`src/rtl/voice_allocator.sv`:
```
// Polyphony allocator: maps note-on/off events onto NUM_VOICES channels, stealing the
// oldest sounding voice when all are busy, and sequences rst_div for phase-clean restarts.
module voice_allocator #(
   parameter int NUM_VOICES     = 4,
   parameter int PITCH_W        = 12,
   parameter int AGE_W          = 3,
   parameter int RST_DIV_CYCLES = 4
) (
   input  logic                          clk,
   input  logic                          rst_n,
   input  logic                          ev_valid,
   output logic                          ev_ready,
   input  logic                          ev_on,
   input  logic [PITCH_W-1:0]            ev_pitch,
   input  logic [1:0]                    waveform_sel,
   output logic [NUM_VOICES*PITCH_W-1:0] voice_pitch,
   output logic [NUM_VOICES*2-1:0]       voice_wave,
   output logic [NUM_VOICES-1:0]         voice_ena,
   output logic [NUM_VOICES-1:0]         voice_rst_div,
   output logic                          steal,
   output logic [2:0]                    dbg_state
);

   localparam int IDX_W = $clog2(NUM_VOICES);
   localparam int CNT_W = $clog2(RST_DIV_CYCLES + 1);
   localparam logic [CNT_W-1:0] CNT_INIT = CNT_W'(RST_DIV_CYCLES - 1);
   localparam logic [AGE_W-1:0] AGE_MAX  = {AGE_W{1'b1}};

   typedef enum logic [2:0] {
      S_INIT   = 3'd0,
      S_IDLE   = 3'd1,
      S_LOOKUP = 3'd2,
      S_APPLY  = 3'd3,
      S_HOLD   = 3'd4
   } state_t;

   state_t state, state_nxt;

   logic [PITCH_W-1:0] pitch_r [NUM_VOICES];
   logic [1:0]         wave_r  [NUM_VOICES];
   logic [AGE_W-1:0]   age_r   [NUM_VOICES];
   logic [CNT_W-1:0]   cnt;

   logic               ev_on_q;
   logic [PITCH_W-1:0] ev_pitch_q;
   logic [1:0]         ev_wave_q;
   logic [IDX_W-1:0]   tgt_q;
   logic               act_q;
   logic               stl_q;

   logic               hit_found, free_found;
   logic [IDX_W-1:0]   hit_idx, free_idx, old_idx;
   logic [AGE_W-1:0]   old_age;

   // Handshake: an event transfers on a rising edge where ev_valid and ev_ready are both 1;
   // ev_ready is high only in IDLE, so the source must hold its event stable while stalled.
   always_comb begin
      state_nxt = state;
      ev_ready  = 1'b0;
      case (state)
         S_INIT:   if (cnt == '0) state_nxt = S_IDLE;
         S_IDLE: begin
            ev_ready = 1'b1;
            if (ev_valid) state_nxt = S_LOOKUP;
         end
         S_LOOKUP: state_nxt = S_APPLY;
         S_APPLY:  state_nxt = (act_q && ev_on_q) ? S_HOLD : S_IDLE;
         S_HOLD:   if (cnt == '0) state_nxt = S_IDLE;
         default:  state_nxt = S_INIT;
      endcase
   end

   always_ff @(posedge clk or negedge rst_n) begin
      if (!rst_n) state <= S_INIT;
      else        state <= state_nxt;
   end

   assign dbg_state = state;

   // Descending scan leaves the lowest matching index; ascending strict-greater keeps
   // the lowest index among voices tied for the oldest age.
   always_comb begin
      hit_found  = 1'b0;
      hit_idx    = '0;
      free_found = 1'b0;
      free_idx   = '0;
      for (int i = NUM_VOICES - 1; i >= 0; i--) begin
         if (voice_ena[i] && (pitch_r[i] == ev_pitch_q)) begin
            hit_found = 1'b1;
            hit_idx   = IDX_W'(i);
         end
         if (!voice_ena[i]) begin
            free_found = 1'b1;
            free_idx   = IDX_W'(i);
         end
      end
      old_idx = '0;
      old_age = age_r[0];
      for (int i = 1; i < NUM_VOICES; i++) begin
         if (age_r[i] > old_age) begin
            old_age = age_r[i];
            old_idx = IDX_W'(i);
         end
      end
   end

   always_ff @(posedge clk or negedge rst_n) begin
      if (!rst_n) begin
         for (int i = 0; i < NUM_VOICES; i++) begin
            pitch_r[i] <= '0;
            wave_r[i]  <= '0;
            age_r[i]   <= '0;
         end
         voice_ena     <= '0;
         voice_rst_div <= '1;
         steal         <= 1'b0;
         cnt           <= CNT_INIT;
         ev_on_q       <= 1'b0;
         ev_pitch_q    <= '0;
         ev_wave_q     <= '0;
         tgt_q         <= '0;
         act_q         <= 1'b0;
         stl_q         <= 1'b0;
      end else begin
         steal <= 1'b0;
         case (state)
            S_INIT: begin
               if (cnt == '0) voice_rst_div <= '0;
               else           cnt <= cnt - 1'b1;
            end
            S_IDLE: begin
               if (ev_valid) begin
                  ev_on_q    <= ev_on;
                  ev_pitch_q <= ev_pitch;
                  ev_wave_q  <= waveform_sel;
               end
            end
            S_LOOKUP: begin
               stl_q <= 1'b0;
               if (ev_on_q) begin
                  act_q <= 1'b1;
                  if (hit_found)       tgt_q <= hit_idx;
                  else if (free_found) tgt_q <= free_idx;
                  else begin
                     tgt_q <= old_idx;
                     stl_q <= 1'b1;
                  end
               end else begin
                  act_q <= hit_found;
                  tgt_q <= hit_idx;
               end
            end
            S_APPLY: begin
               if (act_q && ev_on_q) begin
                  for (int j = 0; j < NUM_VOICES; j++) begin
                     if (IDX_W'(j) == tgt_q) begin
                        pitch_r[j]       <= ev_pitch_q;
                        wave_r[j]        <= ev_wave_q;
                        age_r[j]         <= '0;
                        voice_ena[j]     <= 1'b0;
                        voice_rst_div[j] <= 1'b1;
                     end else if (voice_ena[j] && (age_r[j] != AGE_MAX)) begin
                        age_r[j] <= age_r[j] + 1'b1;
                     end
                  end
                  steal <= stl_q;
                  cnt   <= CNT_INIT;
               end else if (act_q) begin
                  voice_ena[tgt_q] <= 1'b0;
                  age_r[tgt_q]     <= '0;
               end
            end
            S_HOLD: begin
               if (cnt == '0) begin
                  voice_rst_div[tgt_q] <= 1'b0;
                  voice_ena[tgt_q]     <= 1'b1;
               end else begin
                  cnt <= cnt - 1'b1;
               end
            end
            default: ;
         endcase
      end
   end

   always_comb begin
      voice_pitch = '0;
      voice_wave  = '0;
      for (int i = 0; i < NUM_VOICES; i++) begin
         voice_pitch[i*PITCH_W +: PITCH_W] = pitch_r[i];
         voice_wave[i*2 +: 2]              = wave_r[i];
      end
   end

endmodule

```
`config.mk`:
```
export PLATFORM = sky130hd
export DESIGN_NAME = voice_allocator
export DESIGN_NICKNAME = d
export VERILOG_FILES = /design/src/rtl/voice_allocator.sv
export SDC_FILE = /design/constraint.sdc
export NUM_CORES = 1
export LEC_CHECK = 0
export CAP_MARGIN = 15
export CELL_PAD_IN_SITES_DETAIL_PLACEMENT = 0
export CELL_PAD_IN_SITES_GLOBAL_PLACEMENT = 2
export CORE_ASPECT_RATIO = 1.2
export CORE_MARGIN = 4
export CORE_UTILIZATION = 33
export DETAILED_ROUTE_END_ITERATION = 10
export PLACE_DENSITY = 0.87
export SETUP_SLACK_MARGIN = 0.3
export SYNTH_ARGS = -nofsm -noshare
export SYNTH_HDL_FRONTEND = slang
export SYNTH_SLANG_ARGS = --single-unit
```
`constraint.sdc`:
```
create_clock -name clk -period 4 [get_ports clk]
set_input_delay 0.6 -clock clk [delete_from_list [all_inputs] [get_ports clk]]
set_output_delay 0.6 -clock clk [all_outputs]
set_load 0.005 [all_outputs]
```
Figure 1. M1 wires (run 1).
The bar under the picture is 20 µm long.
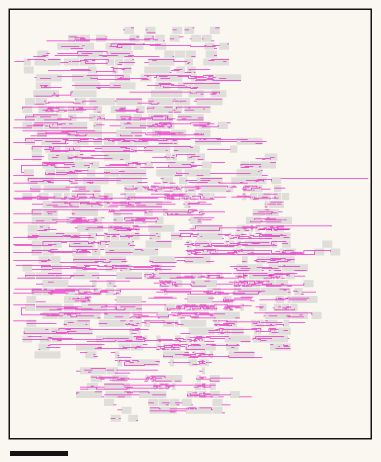
The longest straight run is 40.9 µm. The layer holds 45% of the routed length. 501 nets have wire on it. The wires run mostly horizontal.
routing usage on met1: 19.05%
Routed Wire Length: 12,780 µm

Figure 2. The metal 2 layer (run 1).
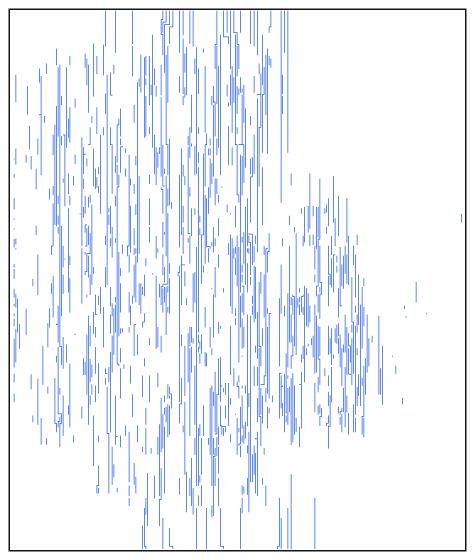
The layer holds 50% of the routed length. 492 nets have wire on it. The layer carries 6,400 µm of wire. The longest straight run is 76.7 µm.

Figure 3. The metal 3 layer (run 1).
The bar under the picture is 20 µm long.
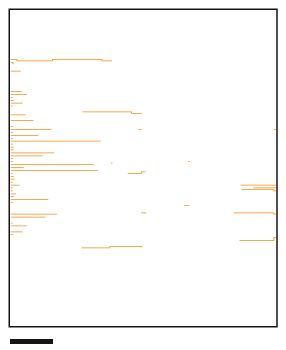
The longest straight run is 41.6 µm. The wires run mostly horizontal.
via count: 3,501
GRT met3 Usage: 3.543%

run 1: cell usage after synthesis (5+ instances only):
cell type  count  area [µm²]
dfrtp_1       96        2402
xnor2_1       48       420.4
mux2_2        41       461.7
nand2_1       37       138.9
mux2_4        36       540.5
ha_1          19       237.7
o21ai_0       19       95.09
a21oi_1       12       60.06
buf_4         12       90.09
inv_1         10       37.54
nor2_1        10       37.54
a22o_1         8       70.07
nand3_1        8       40.04
nand4_1        8       50.05
buf_6          6       67.56
dfstp_2        6       157.7
nor2b_1        5       31.28
run 1: cell families (layout without fill, tap and decap cells):
kind of cell               count (synthesis)  count (layout)
AOI/OAI and AO/OA                         49              49
xor gates and xnor gates                  49              49
adders and majority gates                 19              19
buffers and inverters                     33             123
DFF                                      102             102
muxes                                     77              77
and+or+nand+nor                          101             101
==> reports/metrics.yaml, run 1 <==
status: "complete, no violations"
diodes: 0
min_period_ns: 3.660
dr_wl_met2_um: 6398
inverters: 11
async_flop_share_pct: 100.0
post_cts.repair.setup_buffers: 6
largest_register_ffs: 48
htreeDepth: 3
drc: 0
signal_buffers: 96
sw_frac_of_total_pct: 32.96
cap_viol_max_count: 0
rows: 50
comb-cell-share_pct: 39.23
p_seq_share_pct: 45.4
drive_above_1_share_pct: 26.73
design_area_um2: 6749
critPathKind: "flop to flop"
worstPathArrival_ns: 3.88
fp_util_pct: 33.88
final_antenna_net_count: 0
seqCellArea_um2: 2560
pin_count: 87
utilization_pct: 42.98
relSlewSlack_pct: 32.96
adder_share_pct: 4.468
final_common_cell: "dfrtp_1"
synthDistinctLibCells: 44
edf_count: 0
post_dp_cell_area_um2: 6285
cts_buffers: 9
p_leak_nw: 3.003
ys_sh_aoi_pct: 6.068
==> run 2: changes to the inputs <==
- MAX_ROUTING_LAYER: unset -> met4
- SKIP_CTS_REPAIR_TIMING: unset -> 1
- SLEW_MARGIN: unset -> 10
Figure 4. Sizing map (run 2).
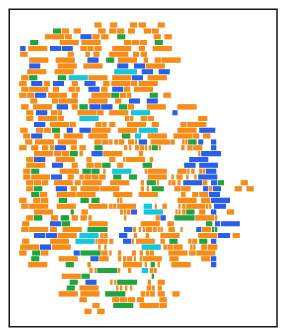
Key: blue = _3 and _4 cells [cells 72, share 14%]; cyan = _6 and larger [cells 13, share 2.5%]; green = _2 cells [cells 57, share 11%]; orange = _0 and _1 cells [cells 380, share 73%]

Figure 5. M1 wires (run 2).
The bar under the picture is 20 µm long.
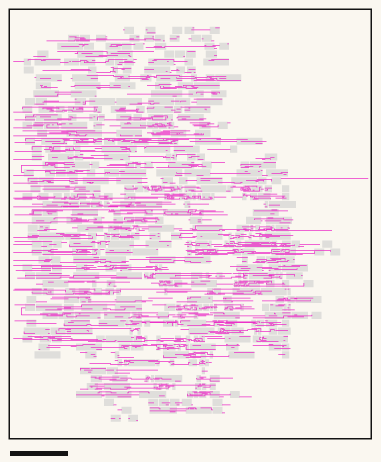
The layer holds 46% of the routed length. The wires run mostly horizontal. 504 nets have wire on it. The layer carries 5,930 µm of wire. The longest straight run is 40.9 µm.

==> run 2 against run 1 <==
Utilization grew 0.37 points. Critical path depth is the same. Setup slack lost 0.045 ns. Cell count grew 0.27%. Count of clock-buffer cells in the layout is the same. Wire length grew 0.99%. Die area is the same. Clock power grew 0.4%. First-iteration DRC count shrank 8.8%. Non-clock buffer count grew 2. Power grew 0.18%. Highest routed layer unchanged.
==> reports/metrics.yaml, run 2 <==
status: "complete, no violations"
crit_chain: "inv_2, ha_4, nand2_4, o21ai_4, and2_4, mux2_4, ha_4, nor2b_4, a221oi_4, a31oi_4, mux2_4, ha_4, nor2b_1, o21ai_1, a32oi_1, or3_1, a41oi_2, o31ai_2"
diodes: 0  # unchanged
synthDistinctLibCells: 44  # unchanged
design_area_um2: 6808  # +0.87%
worstPathArrival_ns: 3.92  # +0.04 ns
comb-cell-share_pct: 39.51  # +0.29 points
met1_usage_pct: 19.13  # +0.074 points
p_leak_nw: 3.026  # +0.75%
seqCellArea_um2: 2561  # about the same
yosys-top-cells-count: "dfrtp_1 (96), xnor2_1 (48), mux2_2 (41), nand2_1 (37), mux2_4 (36)"
dr_wl_met2_um: 6405  # +0.11%
most_common_cell: "dfrtp_1"
sw_frac_of_total_pct: 33.07  # +0.11 points
drc: 0  # unchanged
grt_util_met2_pct: 23.87
wirelength_met1_um: 5931
fp_util_pct: 33.88  # unchanged
coreArea_um2: 15700
cts_root_buffer: "clkbuf_16"
rows: 50  # unchanged
ys_sh_aoi_pct: 6.068  # unchanged
largest_area_cell: "dfrtp_1"
yosysTopAreaCellShare_pct: 45.16  # unchanged
wirelength_um: 12900  # +0.99%
topCellsByArea: "dfrtp_1 (45%), mux2_4 (10%), mux2_2 (8.7%), xnor2_1 (7.9%), ha_1 (4.5%)"
post_dp_cell_area_um2: 6285  # unchanged
post-place-cells: 704
largestClassByArea: "multi-input combinational cells"
adder_share_pct: 4.468  # unchanged
edf_count: 0  # unchanged
cp_slowest_stage_delay_ns: 0.41
min_period_ns: 3.705  # +0.04520 ns
rsz0062_at_grt: "yes"
vias: 3484  # -0.49%
utilization_pct: 43.35  # +0.37 points
final_antenna_net_count: 0  # unchanged
path_buffers: 1
relSlewSlack_pct: 33.36  # +0.40 points
use_met3_pct: 3.080  # -0.46 points
drive_above_1_share_pct: 27.20  # +0.47 points
cap_viol_max_count: 0  # unchanged
cts_buffers: 9  # unchanged
ys_area_um2: 5320
pin_count: 87  # unchanged
p_seq_share_pct: 45.3  # about the same
async_flop_share_pct: 100.0  # unchanged
drt_iter0_markers: 93
Figure 6. The metal 3 layer (run 2).
The bar under the picture is 20 µm long.
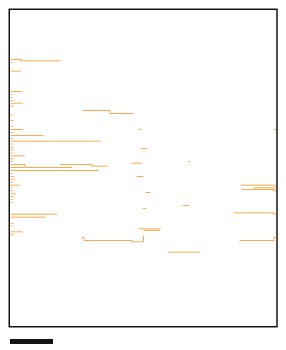
The layer carries 468 µm of wire. The wires run mostly horizontal.

==> run 2: cell counts after synthesis <==
Identical to the previous run, type by type.
==> run 2: worst max-delay path by stage <==
stage,cells after the start,startpoint,slack (ns),end
floorplan,18,age_r[11],0.31,tgt_q[1]
global placement,18,age_r[11],0.15,tgt_q[1]
detailed placement,18,age_r[11],-0.04,tgt_q[1]
CTS,18,age_r[11],-0.08,tgt_q[1]
global route,18,age_r[11],0.14,tgt_q[1]
finish,18,age_r[11],0.30,tgt_q[1]
==> run 2: power groups by stage <==
stage,clock network (mW),registers (mW),logic [mW]
3_5_place_dp,0,1.63,1.06
5_1_grt,0.963,1.66,1.15
6_report,0.898,1.61,1.05
4_1_cts,0.917,1.61,1.07
3_3_place_gp,0,1.62,1.05
2_1_floorplan,0,1.39,0.936
Power is estimated from default activity; no workload was simulated.
